==> run_1/pdn.png <==
Scale: 3 px per um. Pins as bars on the die edge.
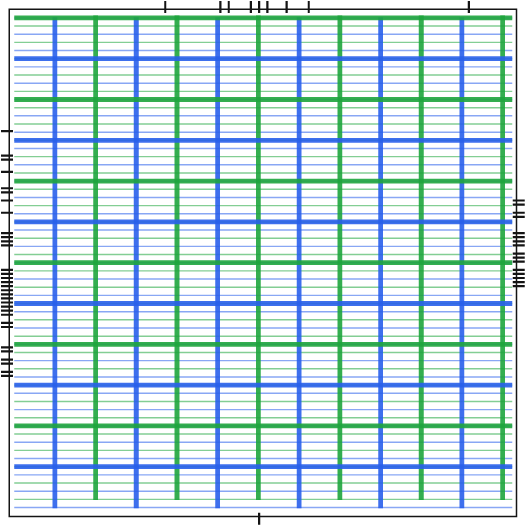
==> run_1/wire_density.png <==
Scale: 2 px per um. 34 x 34 tiles, from dark purple (low) to yellow (high), scaled to the fullest tile. Values are wire area over tile area, all layers added.
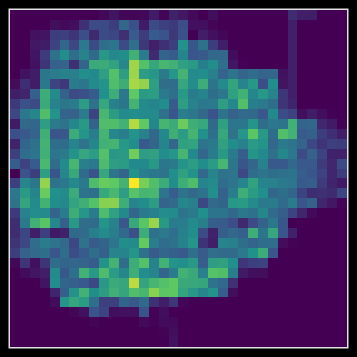
==> run_1/drive_strength.png <==
Scale: 1.5 px per um.
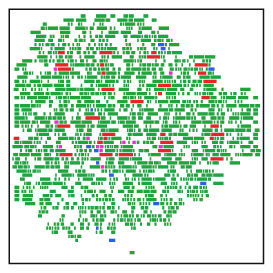
--- src/rtl/iccm_loader_pkg.sv ---
// iccm_loader_pkg: shared loader FSM state encoding and frame field width
package iccm_loader_pkg;
    localparam int LOADER_FIELD_BYTES = 4;
    typedef enum logic [2:0] {
        S_BASE,
        S_COUNT,
        S_DATA,
        S_CSUM,
        S_DONE,
        S_ERR
    } loader_state_e;
endpackage

--- src/rtl/iccm_loader_byte_word_assembler.sv ---
// iccm_loader_byte_word_assembler: packs accepted little-endian bytes into 32-bit words
// ports: byte_i/fire_i accepted byte and its handshake; word_o/word_valid_o completed word, valid on the 4th byte
module iccm_loader_byte_word_assembler
    import iccm_loader_pkg::*;
(
    input  logic        clk,
    input  logic        rst,
    input  logic [7:0]  byte_i,
    input  logic        fire_i,
    output logic [31:0] word_o,
    output logic        word_valid_o
);
    logic [1:0]  lane_q;
    logic [23:0] acc_q;
    // earlier bytes shift down so byte k ends in bits [8k+7:8k] when byte 3 arrives
    assign word_o       = {byte_i, acc_q};
    assign word_valid_o = fire_i && lane_q == 2'(LOADER_FIELD_BYTES - 1);
    always_ff @(posedge clk) begin
        if (rst) begin
            lane_q <= '0;
            acc_q  <= '0;
        end else if (fire_i) begin
            lane_q <= lane_q + 2'd1;
            acc_q  <= {byte_i, acc_q[23:8]};
        end
    end
endmodule

--- src/rtl/iccm_loader.sv ---
// iccm_loader: boot-time ICCM writer for a framed BASE/COUNT/DATA/CSUM byte stream
// ports: in_data/in_valid/in_ready byte stream; iccm_wen/iccm_waddr/iccm_wdata registered ICCM write;
//        core_hold core reset hold; done/error sticky frame outcome
module iccm_loader
    import iccm_loader_pkg::*;
#(
    parameter int INSTR_MEM_DEPTH      = 1024,
    parameter int INSTR_MEM_ADDR_WIDTH = 10,
    parameter int INSTR_MEM_WIDTH      = 32,
    parameter int DEPTH                = INSTR_MEM_DEPTH,
    parameter int ADDR_WIDTH           = INSTR_MEM_ADDR_WIDTH,
    parameter int WIDTH                = INSTR_MEM_WIDTH
) (
    input  logic                  clk,
    input  logic                  rst,
    input  logic [7:0]            in_data,
    input  logic                  in_valid,
    output logic                  in_ready,
    output logic                  iccm_wen,
    output logic [ADDR_WIDTH-1:0] iccm_waddr,
    output logic [WIDTH-1:0]      iccm_wdata,
    output logic                  core_hold,
    output logic                  done,
    output logic                  error
);
    loader_state_e         state_q, state_d;
    logic [31:0]           base_q, count_q, idx_q, csum_q;
    logic                  wen_q;
    logic [ADDR_WIDTH-1:0] waddr_q;
    logic [WIDTH-1:0]      wdata_q;
    logic [31:0]           word;
    logic                  wv, oob;
    // gated by rst so in_ready stays low until the first cycle out of reset
    assign in_ready   = !rst && state_q != S_DONE && state_q != S_ERR;
    assign done       = state_q == S_DONE;
    assign error      = state_q == S_ERR;
    assign core_hold  = !done;
    assign iccm_wen   = wen_q;
    assign iccm_waddr = waddr_q;
    assign iccm_wdata = wdata_q;
    iccm_loader_byte_word_assembler u_asm (
        .clk          (clk),
        .rst          (rst),
        .byte_i       (in_data),
        .fire_i       (in_valid && in_ready),
        .word_o       (word),
        .word_valid_o (wv)
    );
    // 33-bit bounds check so BASE+COUNT cannot wrap past DEPTH
    assign oob = {1'b0, base_q} >= 33'(DEPTH) || {1'b0, base_q} + {1'b0, word} > 33'(DEPTH);
    always_comb begin
        state_d = state_q;
        if (wv) begin
            case (state_q)
                S_BASE:  state_d = S_COUNT;
                S_COUNT: state_d = oob ? S_ERR : word == 32'd0 ? S_CSUM : S_DATA;
                S_DATA:  state_d = idx_q + 32'd1 == count_q ? S_CSUM : S_DATA;
                S_CSUM:  state_d = word == csum_q ? S_DONE : S_ERR;
                default: state_d = state_q;
            endcase
        end
    end
    always_ff @(posedge clk) begin
        if (rst) begin
            state_q <= S_BASE;
            base_q  <= '0;
            count_q <= '0;
            idx_q   <= '0;
            csum_q  <= '0;
            wen_q   <= 1'b0;
            waddr_q <= '0;
            wdata_q <= '0;
        end else begin
            state_q <= state_d;
            wen_q   <= wv && state_q == S_DATA;
            if (wv && state_q == S_BASE) base_q <= word;
            if (wv && state_q == S_COUNT) count_q <= word;
            if (wv && state_q == S_DATA) begin
                waddr_q <= ADDR_WIDTH'(base_q + idx_q);
                wdata_q <= WIDTH'(word);
                csum_q  <= csum_q ^ word;
                idx_q   <= idx_q + 32'd1;
            end
        end
    end
endmodule

--- config.mk ---
export PLATFORM = sky130hd
export DESIGN_NAME = iccm_loader
export DESIGN_NICKNAME = d
export VERILOG_FILES = /design/src/rtl/iccm_loader_pkg.sv /design/src/rtl/iccm_loader_byte_word_assembler.sv /design/src/rtl/iccm_loader.sv
export SDC_FILE = /design/constraint.sdc
export NUM_CORES = 1
export LEC_CHECK = 0
export CAP_MARGIN = 20
export CORE_UTILIZATION = 40
export DETAILED_ROUTE_END_ITERATION = 8
export PLACE_DENSITY = 0.68
export SYNTH_ARGS = -nofsm -noshare
export SYNTH_HDL_FRONTEND = slang
export SYNTH_HIERARCHICAL = 1
export SYNTH_SLANG_ARGS = --single-unit
--- constraint.sdc ---
create_clock -name clk -period 8.5 [get_ports clk]
set_input_delay 0.85 -clock clk [delete_from_list [all_inputs] [get_ports clk]]
set_output_delay 0.85 -clock clk [all_outputs]
set_load 0.01 [all_outputs]
==> Flow_metrics.wiki, run 1 <==
== Metrics ==
{| class="wikitable"
! Metric !! Value
|-
| TritonCTS clock tree || done
|-
| Kind of end point of the critical path || register
|-
| Setup total negative slack || 0 ps
|-
| First element of the critical path || u_asm/acc_q[0]
|-
| Number of synthesized register bits || 200
|-
| Cells in synth_stat.txt || approximately 1400
|-
| HPWL after detailed placement || 22.4 mm
|-
| Routed wire length on met2 || 14.3 mm
|-
| Reg power frac || slightly above 50%
|-
| Post-route DRC violation count || 0
|-
| Yosys-reported design area after synthesis || 11100 um2
|-
| Setup-failing EPs final || 0
|-
| # rows || 60
|-
| Tool warning count || 28
|-
| Clk pwr share || 44.0%
|-
| Worst endpoint required time || 8870 ps
|-
| CTS Buffer Depth || 2
|-
| Instance count on the critical path || 12
|-
| Routed via count || 10100
|-
| Area after DPL || between 10000 and 15000 um2
|-
| Slowest cell on crit path || sky130_fd_sc_hd__o31ai_1
|-
| Most frequently placed logic cells in the final layout || sky130_fd_sc_hd__nand2_1 (272), sky130_fd_sc_hd__dfxtp_1 (200), sky130_fd_sc_hd__a21oi_1 (177)
|-
| Area of the die || 28400 um2
|-
| Maximum capacitance violations || 0
|-
| Proportion of layout cells with a drive suffix above 1 || 3.89%
|-
| Maximum number of pins on one net before global-route repair || 127
|-
| Count of flip-flops with a built-in enable after synthesis || 0
|-
| Distinct lib cells used || 68
|-
| Leakage power figure || 4.52 nW
|-
| Via count of the first global-routing pass || 9341
|-
| Utilization after layout || 45.9%
|-
| Total of fill cells in the finished design || about 2700
|-
| Mapped cell area || 11100 um2
|-
| Number of buffers inserted by post-CTS setup repair || 0
|-
| Switching portion of total power || roughly 26%
|-
| Final setup skew || 18.7 ps
|-
| Syn Nets || between 1000 and 1500
|-
| Most frequently used flop master after synthesis || sky130_fd_sc_hd__dfxtp_1
|-
| Post-route ant nets || 0
|-
| Terminating pin of the worst hold path || iccm_waddr[2]
|-
| Number of hold-slack violations in the final timing report || 0
|-
| Synthesis warning total || 6
|-
| GR Layer Usage met3 || between 3 and 4%
|-
| Global Route met2 Usage || between 30% and 40%
|-
| Clock sink count || 200
|-
| Sequential area share after synthesis || a little over a third
|-
| Overflow after GRT || 0
|-
| Power per unit of standard cell area || around 150 nW/um2
|-
| Number of buffers created by CTS || 17
|-
| Detail-routed net length per standard cell || 17.2 um
|-
| Mean instance size in the synthesized netlist || 7.77 um2
|-
| Path type of the worst setup path || register to register
|-
| Unrepaired setup endpoints after global routing || no
|-
| Max-slew headroom at the worst pin || 38.3%
|-
| Worst-margin pin slew || 925 ps
|-
| Top Usage Layer GRT || met2
|-
| Crit path buf inv count || 0
|-
| Achievable frequency || 0.253 GHz
|-
| Min-Delay Startpoint || iccm_waddr[2]
|-
| Last weighted congestion value of the routability-driven placer || just over 0.9
|-
| Final Cycle Share || 46.6%
|-
| Result of the run || finished clean
|-
| Vias per cell || 5.57
|-
| Routed metal-1 wirelength || between 10 and 15 mm
|-
| # IOs || 58
|-
| Die width || 169 um
|-
| Capture point of the worst path || state_q[1]
|-
| Async set or reset register ratio after synthesis || 0%
|-
| Instance tally after logic synthesis || between 1000 and 1500
|-
| Length of routed met3 wiring || ~1.7 mm
|-
| Logic depth of the worst register-to-register path || 12
|-
| Drt first pass iters || 5
|-
| Number of antenna violations at the first check in global routing || 0
|-
| Source-to-sink clock delay at the later pin of the worst-skew pair || between 400 and 500 ps
|-
| Worst reg2reg endpoint || state_q[1]
|-
| Initial Utilization || 40.9%
|-
| Flop2flop setup slack || 4540 ps
|-
| H-tree Lvls || 4
|-
| Worst hold path class || register to register
|-
| First-pass GRT wire length || 50.2 mm
|-
| Number of design-rule violations left by the first detailed-router iteration || 817
|-
| Clock period minus final worst setup slack || 3960 ps
|-
| Register clock-pin slew on the reported worst setup and hold paths || 80 ps
|-
| WL final || ~31 mm
|-
| Count of cells resized by post-cts repair || 0
|-
| Commonest non-fill, non-tap cell in the layout || sky130_fd_sc_hd__nand2_1
|-
| P_int || 1.37 mW
|-
| Kind of start point of the critical path || register
|-
| Highest layer used for signal routing || met4
|-
| Critical path arrival || 4330 ps
|-
| Count of nets after finishing || 1482
|-
| Hold Crit Depth || 2
|-
| Port Buffers || 57
|-
| Number of max-slew violations in the final report || 0
|-
| Number of placed cells counting well taps || about 1800
|-
| Maximum fanout count along the critical path || 7
|-
| Count of hold-fix buffers inserted at cts || 0
|-
| # diodes || 0
|-
| Global-route track usage on met1 || ~31%
|-
| Longest individual stage delay on the worst path || 640 ps
|-
| Most used cell along the critical path || sky130_fd_sc_hd__o31ai_1
|-
| Combined global-route utilization of all metal layers || 22.3%
|-
| Startpoint of the worst register-to-register path || u_asm/acc_q[0]
|-
| Combinational share of power || 4.3%
|-
| Power spent charging and discharging nets || 0.469 mW
|-
| Crit-path leading delay family || AND-OR/OR-AND gates
|-
| Cell chain of the critical path || ha_1, fa_1, a211oi_2, o31ai_1, a21boi_1, o31ai_1, a31oi_1, xnor2_1, a211o_1, or4_1, or3_1, a21oi_1
|-
| Clock tree root driver cell || sky130_fd_sc_hd__clkbuf_16
|-
| Number of standard cells in the layout, taps in and fillers out || roughly 1800
|}
-- pdn.png (at the start) --
[blue] VSS
[green] VDD
rows: 60
signal pins: 58
met4 straps: 12
met1 rails: 61
Core Footprint: 27100 um2
die outline height: 169 um
worst-case vdd ir drop: 0.123 mV

-- wire_density.png (at the start) --
mean over tiles: 0.18
fullest tile: 0.64
nearly empty tiles: 29%
emptiest ninth of the die: lower right

-- drive_strength.png (at the start) --
[green] drive 1 or less | cells: 1383 | most used: nand2_1
[magenta] drive 3 to 4 | cells: 12 | most used: buf_4
[blue] drive 2 | cells: 12 | most used: nor3_2
[red] drive 6 and up | cells: 32 | most used: clkbuf_16
Layout Area Growth over Synthesis: 12.0%
non-clock buffer count in the final layout: 68
Worst Slack Setup Final: 4540 ps
cell area after layout: 12400 um2

## run 1: stage by stage
stage,hold WS [ps],power (mW),setup WS (ps)
2_1_floorplan,448,1.03,4900
3_3_place_gp,442,1.05,4170
3_5_place_dp,446,1.05,4180
4_1_cts,455,1.84,4550
5_1_grt,477,1.90,4270
6_report,451,1.84,4540
## run 1: power by group through the flow
| stage | Clock, mW | Combinational, mW | Sequential [mW] |
|---|---|---|---|
| finish | 0.808 | 0.0789 | 0.950 |
| global route | 0.862 | 0.0855 | 0.951 |
| CTS | 0.817 | 0.0776 | 0.950 |
| detailed placement | 0 | 0.0773 | 0.972 |
| global placement | 0 | 0.0770 | 0.972 |
| floorplan | 0 | 0.0603 | 0.967 |
## run 1: kinds of logic after synthesis
family          after synthesis  share of synthesized area (%)
xor+xnor                    150                           11.8
buf+inv                     116                           4.77
simple gates                581                           23.3
fa+ha+maj                    45                           5.21
flops                       200                           36.1
compound gates              306                           16.1
mux                          30                           2.71
## run 1: synthesized netlist by cell type, drive strengths merged (18+ instances only)
cell type	n	area [um2]
a21oi	177	886
buf	24	183
nand2	272	1020
clkbuf	65	245
dfxtp	200	4000
nor3	27	140
ha	43	538
or3	18	113
mux2i	30	300
nand3	24	120
nor4	33	206
xnor2	53	464
inv	27	101
nor2	140	528
nand4	30	194
xor2	97	850
o21ai	43	215
## run 1: layout make-up
| cell class | instances | area (um2) | share of cell area, % |
|---|---|---|---|
| Timing Repair Buffer | 68 | 694 | 5.59 |
| Tap cell | 372 | 465 | 3.74 |
| Inverter | 27 | 101 | 0.815 |
| Clock buffer | 18 | 439 | 3.53 |
| Multi-Input combinational cell | 1112 | 6580 | 52.9 |
| Sequential cell | 200 | 4000 | 32.2 |
| Clock inverter | 14 | 151 | 1.22 |
==> run_1/final_placement.png <==
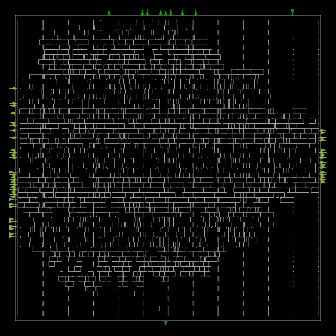

## Run 2: what changed since run 1
==> constraint.sdc (replaced) <==
create_clock -name clk -period 4.1 [get_ports clk]
set_input_delay 0.41 -clock clk [delete_from_list [all_inputs] [get_ports clk]]
set_output_delay 0.41 -clock clk [all_outputs]
set_load 0.01 [all_outputs]
==> run_2/final_placement.png <==
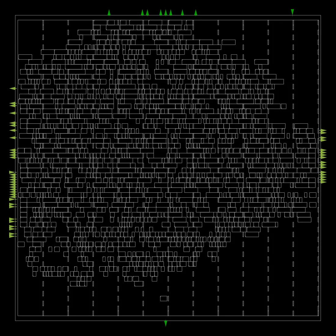
sequential cell count of the final layout: 200
# rows: 60

==> run_2/pdn.png <==
Scale: 3 px per um. Pins as bars on the die edge.
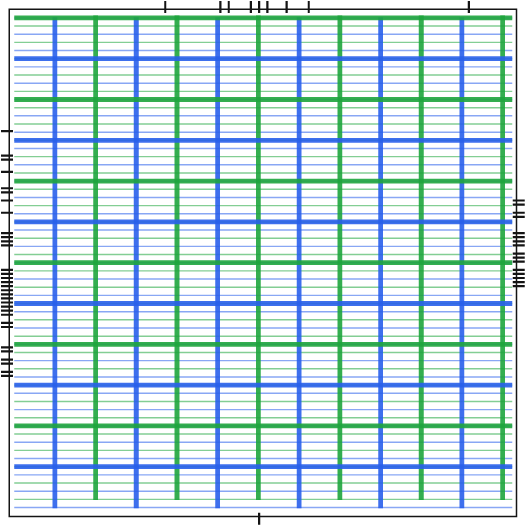
[blue] VSS
[green] VDD
signal pins: 58
rows: 60
met5 straps: 12
met1 rails: 61
die width: 169 um
worst-case vdd ir drop: 0.232 mV

==> run 2 against run 1 <==
Clock skew down 3.4 ps. Fmax up 1.7%. Clock power rose by 110%. Critical path type unchanged.
==> Flow_metrics.wiki, run 2 <==
== Metrics ==
{| class="wikitable"
! Metric !! Value
|-
| Result of the run || finished clean
|-
| Cell with the most instances after synthesis || sky130_fd_sc_hd__nand2_1
|-
| Yosys adder share || 5.21% (unchanged)
|-
| Initial Utilization || 40.9% (unchanged)
|-
| Final setup skew || 15.2 ps (-3.42 ps)
|-
| Source-to-sink clock delay at the later pin of the worst-skew pair || 440 ps (about the same)
|-
| Number of antenna violations at the first check in global routing || 0 (unchanged)
|-
| Mean instance size in the synthesized netlist || 7.77 um2 (unchanged)
|-
| Routed via count || 10200 (+1.1%)
|-
| Power per unit of standard cell area || 302 nW/um2 (+100%)
|-
| # diodes || 0 (unchanged)
|-
| Power spent charging and discharging nets || 0.937 mW (+100%)
|-
| Number of max-slew violations in the final report || 0 (unchanged)
|-
| H-tree Lvls || 4 (unchanged)
|-
| Achievable frequency || 0.257 GHz (+1.7%)
|-
| CTS Buffer Depth || 2 (unchanged)
|-
| Number of hold-slack violations in the final timing report || 0 (unchanged)
|-
| Largest logic family || simple AND/OR/NAND/NOR gates
|-
| Distinct lib cells used || 68 (unchanged)
|-
| Instance count on the critical path || 12 (unchanged)
|-
| P_int || 2.87 mW (+110%)
|-
| Via count of the first global-routing pass || 9434 (+1.0%)
|-
| Mapped cell area || 11100 um2 (unchanged)
|-
| Hold Crit Depth || 2 (unchanged)
|-
| Setup-failing EPs final || 0 (unchanged)
|-
| Crit path buf inv count || 0 (unchanged)
|-
| Cell types with the highest counts after synthesis || sky130_fd_sc_hd__nand2_1 (272), sky130_fd_sc_hd__dfxtp_1 (200), sky130_fd_sc_hd__a21oi_1 (177)
|-
| Worst endpoint required time || 4460 ps (-4410 ps)
|-
| Setup total negative slack || 0 ps (unchanged)
|-
| Number of synthesized register bits || 200 (unchanged)
|-
| Final-layout worst hold slack || 199 ps (-251 ps)
|-
| Proportion of layout cells with a drive suffix above 1 || 5.91% (+2.0 points)
|-
| Area share of the largest cell type after synthesis || 36.1% (unchanged)
|-
| Port Buffers || 57 (unchanged)
|-
| Max-slew headroom at the worst pin || 31.8% (-6.5 points)
|-
| HPWL after detailed placement || 22.9 mm (+2.4%)
|-
| Maximum fanout count along the critical path || 4 (-3)
|-
| Unrepaired setup endpoints after global routing || no
|-
| Post-route ant nets || 0 (unchanged)
|-
| Vias per cell || 5.53 (-0.69%)
|-
| Slowest cell on crit path || sky130_fd_sc_hd__o31ai_1
|-
| # IOs || 58 (unchanged)
|-
| Combinational share of power || 5.0% (+0.7 points)
|-
| Synthesis warning total || 6 (unchanged)
|-
| Count of hold-fix buffers inserted at cts || 0 (unchanged)
|-
| Number of design-rule violations left by the first detailed-router iteration || 867 (+6.1%)
|-
| Drt first pass iters || 6 (+1)
|-
| Instance tally after logic synthesis || 1428 (unchanged)
|-
| Register clock-pin slew on the reported worst setup and hold paths || 80 ps (about the same)
|-
| Clock sink count || 200 (unchanged)
|-
| Area after DPL || 12000 um2 (+1.9%)
|-
| Tool warning count || 28 (unchanged)
|-
| Kind of start point of the critical path || register
|-
| Clk pwr share || 43.6% (-0.4 points)
|-
| Last weighted congestion value of the routability-driven placer || 0.916 (+1.1%)
|-
| Count of flip-flops with a built-in enable after synthesis || 0 (unchanged)
|-
| Count of cells resized by post-cts repair || 0 (unchanged)
|-
| Largest cells by area after synthesis || sky130_fd_sc_hd__dfxtp_1 (36%), sky130_fd_sc_hd__nand2_1 (9.2%), sky130_fd_sc_hd__a21oi_1 (8.0%)
|-
| Mux share || 2.71% (unchanged)
|-
| Longest individual stage delay on the worst path || 640 ps (about the same)
|-
| Sequential area share after synthesis || 36.1% (unchanged)
|-
| Number of buffers inserted by post-CTS setup repair || 0 (unchanged)
|-
| Most frequently placed logic cells in the final layout || sky130_fd_sc_hd__nand2_1 (272), sky130_fd_sc_hd__dfxtp_1 (200), sky130_fd_sc_hd__a21oi_1 (177)
|-
| Cell chain of the critical path || ha_1, fa_1, a211oi_2, o31ai_1, a21boi_1, o31ai_1, a31oi_1, xnor2_1, a211o_1, or4_1, or3_1, a21oi_1
|-
| Critical path arrival || 4260 ps (-70 ps)
|-
| Power after layout || 3.81 mW (+110%)
|-
| Reg power frac || 51.4% (-0.3 points)
|-
| Worst Slack Setup Final || 205 ps (-4340 ps)
|-
| Most used cell along the critical path || sky130_fd_sc_hd__o31ai_1
|-
| Async set or reset register ratio after synthesis || 0% (unchanged)
|-
| Number of buffers created by CTS || 17 (unchanged)
|-
| Clock tree root driver cell || sky130_fd_sc_hd__clkbuf_16
|-
| Crit-path leading delay family || AND-OR/OR-AND gates
|-
| TritonCTS clock tree || done
|-
| Number of placed cells counting well taps || 1810 (+1.8%)
|-
| Path type of the worst setup path || register to register
|-
| Layout Area Growth over Synthesis || 13.6%
|-
| Cell type contributing the most total cell area after synthesis || sky130_fd_sc_hd__dfxtp_1
|-
| Maximum number of pins on one net before global-route repair || 101 (-20%)
|-
| Maximum capacitance violations || 0 (unchanged)
|-
| Overflow after GRT || 0 (unchanged)
|-
| Final Cycle Share || 95.0% (+48 points)
|-
| Utilization after layout || 46.5% (+0.66 points)
|-
| Post-route DRC violation count || 0 (unchanged)
|-
| Post-Synth XOR/XNOR Area || 11.8% (unchanged)
|-
| Combined global-route utilization of all metal layers || 22.5% (+0.20 points)
|-
| Core Footprint || 27100 um2 (unchanged)
|-
| Count of nets after finishing || 1514 (+2.2%)
|-
| Worst slack at placement || 330 ps (-3850 ps)
|-
| Yosys-reported design area after synthesis || 11100 um2 (unchanged)
|-
| Logic depth of the worst register-to-register path || 12 (unchanged)
|-
| Leakage power figure || 4.67 nW (+3.2%)
|-
| Cell area after layout || 12600 um2 (+1.4%)
|-
| Number of standard cells in the layout, taps in and fillers out || 1843 (+1.8%)
|-
| Post-synthesis simple-gate area fraction || 23.3% (unchanged)
|-
| Fraction of the mapped netlist area in compound gates || 16.1% (unchanged)
|-
| Syn Nets || 1484 (unchanged)
|-
| Worst hold path class || input port to register
|-
| WL final || 31.7 mm (+1.6%)
|-
| Worst-margin pin slew || 1020 ps (+97.2 ps)
|-
| Area of the die || 28400 um2 (unchanged)
|-
| Cells in synth_stat.txt || 1428 (unchanged)
|-
| Detail-routed net length per standard cell || 17.2 um (-0.18%)
|-
| Kind of end point of the critical path || register
|-
| Most frequently used flop master after synthesis || sky130_fd_sc_hd__dfxtp_1
|-
| First-pass GRT wire length || 50.8 mm (+1.1%)
|-
| Commonest non-fill, non-tap cell in the layout || sky130_fd_sc_hd__nand2_1
|-
| Clock period minus final worst setup slack || 3900 ps (-64.7 ps)
|-
| Switching portion of total power || 24.6% (-0.93 points)
|}
==> run 2: cell types whose count changed in the layout (fill, tap and decap cells not counted) <==
cell                         change
sky130_fd_sc_hd__clkinvlp_4      -1
sky130_fd_sc_hd__inv_8           -1
sky130_fd_sc_hd__clkinv_2        +4
sky130_fd_sc_hd__buf_16          -2
sky130_fd_sc_hd__bufinv_16       +1
sky130_fd_sc_hd__clkinv_4        -2
sky130_fd_sc_hd__clkbuf_8        -1
sky130_fd_sc_hd__inv_6           +2
sky130_fd_sc_hd__clkinv_8        -3
sky130_fd_sc_hd__buf_4          +33
sky130_fd_sc_hd__buf_8           +1
sky130_fd_sc_hd__clkbuf_1        +1
==> run 2: power groups by stage <==
stage / Combinational [mW] / Clock [mW] / Sequential, mW
after global placement: 0.188 / 0 / 2.00
after CTS: 0.188 / 1.68 / 1.96
after detailed placement: 0.188 / 0 / 2.00
final: 0.192 / 1.66 / 1.96
after floorplan: 0.125 / 0 / 2.00
after global routing: 0.207 / 1.76 / 1.96
==> run 2: layout make-up <==
class                   instances  area (um2)
clock buffers                  18         429
clock inverters                14         134
fillers                      2704       14500
inverters                      27         101
multi-input cells            1112        6580
flip-flops and latches        200        4000
well taps                     372         465
repair buffers                100         902
==> run 2: layer usage <==
metal  vias up  global-route usage (%)  share of wire (%)
li1       4969                       -                  -
met1      4846                    30.8                 46
met2       343                    36.0                 45
met3        42                    4.40                6.4
met4         0                    5.93                1.9
met5         -                       0                  0
==> run 2: worst paths after layout <==
kind / startpoint / endpoint / slack [ps]
setup / recovery: base_q[0] / state_q[1] / 200
hold reg to reg: iccm_waddr[5] / iccm_waddr[5] / 450
hold / removal: rst / base_q[26] / 200
setup reg to reg: base_q[0] / state_q[1] / 200
==> run_2/wire_density.png <==
Scale: 2 px per um. 34 x 34 tiles, from dark purple (low) to yellow (high), scaled to the fullest tile. Values are wire area over tile area, all layers added.
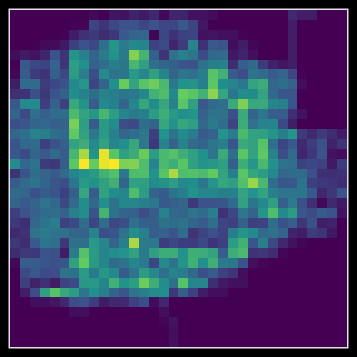

## Run 3: what changed since run 2
--- a/config.mk
+++ b/config.mk
@@ -5,9 +5,10 @@
 export SDC_FILE = /design/constraint.sdc
 export NUM_CORES = 1
 export LEC_CHECK = 0
-export CAP_MARGIN = 20
+export CAP_MARGIN = 0
 export CORE_UTILIZATION = 40
 export DETAILED_ROUTE_END_ITERATION = 8
+export GPL_ROUTABILITY_DRIVEN = 1
 export PLACE_DENSITY = 0.68
 export SYNTH_ARGS = -nofsm -noshare
 export SYNTH_HDL_FRONTEND = slang
==> run_3/wire_density.png <==
Scale: 2 px per um. 34 x 34 tiles, from dark purple (low) to yellow (high), scaled to the fullest tile. Values are wire area over tile area, all layers added.
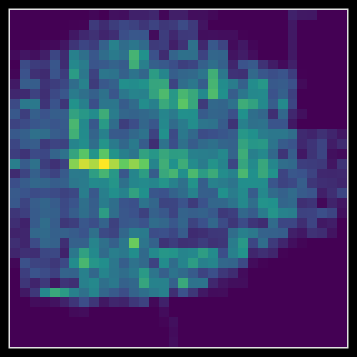
tiles over half the peak: 8.0%
emptiest ninth of the die: lower right
nearly empty tiles: 28%
mean over tiles: 0.18
combined global-route utilization of all metal layers: 22.5%
detail-routed net length per standard cell: 17.2 um
WL final: 31.7 mm

==> run_3/zoom.png <==
Window x 59 to 109, y 93 to 143 um. Cells in gray, sequential cells in the stronger gray; small squares are vias.
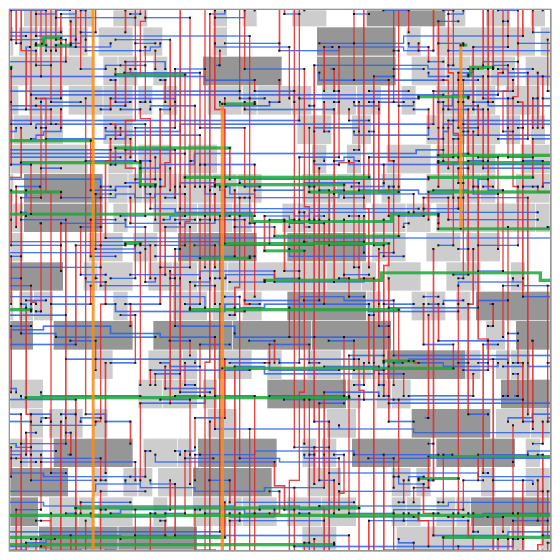
[red] met2
[green] met3
[orange] met4
[blue] met1
most frequent: nand2_1 (42), xor2_1 (28), dfxtp_1 (28)
cells with their middle in the window: 206
netlist names of flops here include: count_q (12), csum_q (9), idx_q (5)
sequential cells in the window: 28

==> run 3 against run 2 <==
First-iteration DRC count up 5.9%. Cell area down 0.12%. Worst hold slack gained 1.9 ps. Sequential cell count is the same. Routed wire length down 0.12%. Utilization shrank 0.055 points. Critical endpoint unchanged. Largest power group unchanged. Highest routed layer unchanged.
==> Flow_metrics.wiki, run 3 <==
== Metrics ==
{| class="wikitable"
! Metric !! Value
|-
| Cell type contributing the most total cell area after synthesis || sky130_fd_sc_hd__dfxtp_1
|-
| Longest individual stage delay on the worst path || 640 ps (about the same)
|-
| Number of buffers created by CTS || 17 (unchanged)
|-
| Proportion of layout cells with a drive suffix above 1 || 5.85% (-0.064 points)
|-
| Hold Crit Depth || 2 (unchanged)
|-
| # rows || 60 (unchanged)
|-
| Count of nets after finishing || 1513 (-0.066%)
|-
| First-pass GRT wire length || 50.8 mm (unchanged)
|-
| Number of standard cells in the layout, taps in and fillers out || 1842 (-0.054%)
|-
| # IOs || 58 (unchanged)
|-
| Crit path buf inv count || 0 (unchanged)
|-
| Combinational share of power || 5.0% (about the same)
|-
| Number of placed cells counting well taps || 1810 (unchanged)
|-
| Async set or reset register ratio after synthesis || 0% (unchanged)
|-
| Tool warning count || 28 (unchanged)
|-
| Number of design-rule violations left by the first detailed-router iteration || 918 (+5.9%)
|-
| Vias per cell || 5.52 (-0.31%)
|-
| Core Footprint || 27100 um2 (unchanged)
|-
| Clock tree root driver cell || sky130_fd_sc_hd__clkbuf_16
|-
| Cell area after layout || 12600 um2 (-0.12%)
|-
| Yosys-reported design area after synthesis || 11100 um2 (unchanged)
|-
| Cells in synth_stat.txt || 1428 (unchanged)
|-
| Cell chain of the critical path || ha_1, fa_1, a211oi_2, o31ai_1, a21boi_1, o31ai_1, a31oi_1, xnor2_1, a211o_1, or4_1, or3_1, a21oi_1
|-
| Count of flip-flops with a built-in enable after synthesis || 0 (unchanged)
|-
| Post-route ant nets || 0 (unchanged)
|-
| Final-layout worst hold slack || 201 ps (+1.85 ps)
|-
| Worst-margin pin slew || 1140 ps (+120 ps)
|-
| HPWL after detailed placement || 22.9 mm (unchanged)
|-
| Worst hold path class || input port to register
|-
| P_int || 2.87 mW (about the same)
|-
| Mapped cell area || 11100 um2 (unchanged)
|-
| Distinct lib cells used || 68 (unchanged)
|-
| Source-to-sink clock delay at the later pin of the worst-skew pair || 440 ps (about the same)
|-
| Total of fill cells in the finished design || 2706 (+0.074%)
|-
| Unrepaired setup endpoints after global routing || no
|-
| Die outline height || between 150 and 200 um
|-
| Cell types with the highest counts after synthesis || sky130_fd_sc_hd__nand2_1 (272), sky130_fd_sc_hd__dfxtp_1 (200), sky130_fd_sc_hd__a21oi_1 (177)
|-
| Final Cycle Share || 95.1% (about the same)
|-
| Routed via count || 10200 (-0.36%)
|-
| # diodes || 0 (unchanged)
|-
| Logic depth of the worst register-to-register path || 12 (unchanged)
|-
| Synthesis warning total || 6 (unchanged)
|-
| Number of synthesized register bits || 200 (unchanged)
|-
| Count of hold-fix buffers inserted at cts || 0 (unchanged)
|-
| Final setup skew || 14.5 ps (-0.702 ps)
|-
| Commonest non-fill, non-tap cell in the layout || sky130_fd_sc_hd__nand2_1
|-
| TritonCTS clock tree || done
|-
| Worst slack at placement || 330 ps (unchanged)
|-
| Die width || 169 um (unchanged)
|-
| Cell with the most instances after synthesis || sky130_fd_sc_hd__nand2_1
|-
| Startpoint of the worst register-to-register path || base_q[0]
|-
| Post-route DRC violation count || 0 (unchanged)
|-
| Largest cells by area after synthesis || sky130_fd_sc_hd__dfxtp_1 (36%), sky130_fd_sc_hd__nand2_1 (9.2%), sky130_fd_sc_hd__a21oi_1 (8.0%)
|-
| Mean instance size in the synthesized netlist || 7.77 um2 (unchanged)
|-
| Syn Nets || 1484 (unchanged)
|-
| Setup total negative slack || 0 ps (unchanged)
|-
| Reg power frac || 51.4% (about the same)
|-
| Setup-failing EPs final || 0 (unchanged)
|-
| Terminating pin of the worst hold path || base_q[26]
|-
| Leakage power figure || 4.66 nW (-0.16%)
|-
| Last weighted congestion value of the routability-driven placer || 0.916 (unchanged)
|-
| Area of the die || 28400 um2 (unchanged)
|-
| Initial Utilization || 40.9% (unchanged)
|-
| Power after layout || 3.81 mW (about the same)
|-
| Maximum number of pins on one net before global-route repair || 101 (unchanged)
|-
| Kind of end point of the critical path || register
|-
| Most frequently placed logic cells in the final layout || sky130_fd_sc_hd__nand2_1 (272), sky130_fd_sc_hd__dfxtp_1 (200), sky130_fd_sc_hd__a21oi_1 (177)
|-
| Switching portion of total power || 24.6% (+0.047 points)
|-
| Slowest cell on crit path || sky130_fd_sc_hd__o31ai_1
|-
| Worst reg2reg endpoint || state_q[1]
|-
| Overflow after GRT || 0 (unchanged)
|-
| Min-Delay Startpoint || rst
|-
| Max-slew headroom at the worst pin || 23.8% (-8.0 points)
|-
| Utilization after layout || 46.5% (-0.055 points)
|-
| Number of buffers inserted by post-CTS setup repair || 0 (unchanged)
|-
| Area share of the largest cell type after synthesis || 36.1% (unchanged)
|-
| Number of antenna violations at the first check in global routing || 0 (unchanged)
|-
| Most frequently used flop master after synthesis || sky130_fd_sc_hd__dfxtp_1
|-
| Count of cells resized by post-cts repair || 0 (unchanged)
|-
| Instance tally after logic synthesis || 1428 (unchanged)
|-
| Worst endpoint required time || 4460 ps (about the same)
|-
| Flop2flop setup slack || 200 ps (about the same)
|-
| CTS Buffer Depth || 2 (unchanged)
|-
| Sequential area share after synthesis || 36.1% (unchanged)
|-
| Number of hold-slack violations in the final timing report || 0 (unchanged)
|-
| Via count of the first global-routing pass || 9434 (unchanged)
|-
| Most used cell along the critical path || sky130_fd_sc_hd__o31ai_1
|-
| Clock period minus final worst setup slack || 3900 ps (+2.13 ps)
|-
| Kind of start point of the critical path || register
|-
| Crit-path leading delay family || AND-OR/OR-AND gates
|-
| H-tree Lvls || 4 (unchanged)
|-
| Layout Area Growth over Synthesis || 13.5%
|-
| Clock sink count || 200 (unchanged)
|-
| Power per unit of standard cell area || 303 nW/um2 (+0.19%)
|-
| Clk pwr share || 43.6% (about the same)
|-
| Worst Slack Setup Final || 203 ps (-2.13 ps)
|-
| Worst-case vdd ir drop || 0.232 mV (about the same)
|-
| Area after DPL || 12000 um2 (unchanged)
|-
| Register clock-pin slew on the reported worst setup and hold paths || 80 ps (about the same)
|-
| Power spent charging and discharging nets || 0.939 mW (+0.26%)
|-
| Port Buffers || 57 (unchanged)
|-
| Drt first pass iters || 5 (-1)
|-
| Achievable frequency || 0.257 GHz (about the same)
|-
| Maximum fanout count along the critical path || 4 (unchanged)
|-
| Result of the run || finished clean
|-
| Critical path arrival || 4260 ps (about the same)
|-
| Path type of the worst setup path || register to register
|-
| Number of max-slew violations in the final report || 0 (unchanged)
|-
| Maximum capacitance violations || 0 (unchanged)
|}
==> run 3: layout make-up <==
type,count,area (um2),area share [%]
multi-input cells,1112,6580,52.2
well taps,372,465,3.70
inverters,27,101,0.805
clock inverters,14,134,1.06
repair buffers,99,887,7.04
flip-flops and latches,200,4000,31.8
clock buffers,18,429,3.41
==> run 3: worst max path at each step <==
stage / start / endpoint / slack, ps / depth (start not counted)
final: base_q[0] / state_q[1] / 200 / 12
after CTS: base_q[0] / state_q[1] / 280 / 12
after floorplan: u_asm/acc_q[0] / state_q[1] / 850 / 12
after global routing: base_q[0] / state_q[1] / 70 / 12
after global placement: base_q[0] / state_q[1] / 400 / 12
after detailed placement: base_q[0] / state_q[1] / 330 / 12
==> run 3: power groups by stage <==
stage / registers (mW) / logic, mW / clock network, mW
floorplan: 2.00 / 0.125 / 0
global route: 1.96 / 0.207 / 1.76
CTS: 1.96 / 0.188 / 1.68
detailed placement: 2.00 / 0.188 / 0
finish: 1.96 / 0.192 / 1.66
global placement: 2.00 / 0.188 / 0
==> run 3: per-layer routing <==
metal / part of all wire, % / vias up / track usage (%)
met5: 0 / - / 0
met3: 7.0 / 36 / 4.40
li1: - / 4974 / -
met4: 1.8 / 0 / 5.93
met2: 46 / 363 / 36.0
met1: 46 / 4790 / 30.8
==> run 3: cells by family (layout without fill, tap and decap cells) <==
| family | after synthesis | after routing | share of synthesized area (%) |
|---|---|---|---|
| simple gates | 581 | 581 | 23.3 |
| compound gates | 306 | 306 | 16.1 |
| flops | 200 | 200 | 36.1 |
| xor+xnor | 150 | 150 | 11.8 |
| buf+inv | 116 | 158 | 4.77 |
| fa+ha+maj | 45 | 45 | 5.21 |
| mux | 30 | 30 | 2.71 |
Power figures rest on the tool's default switching activity, not on a simulated workload.
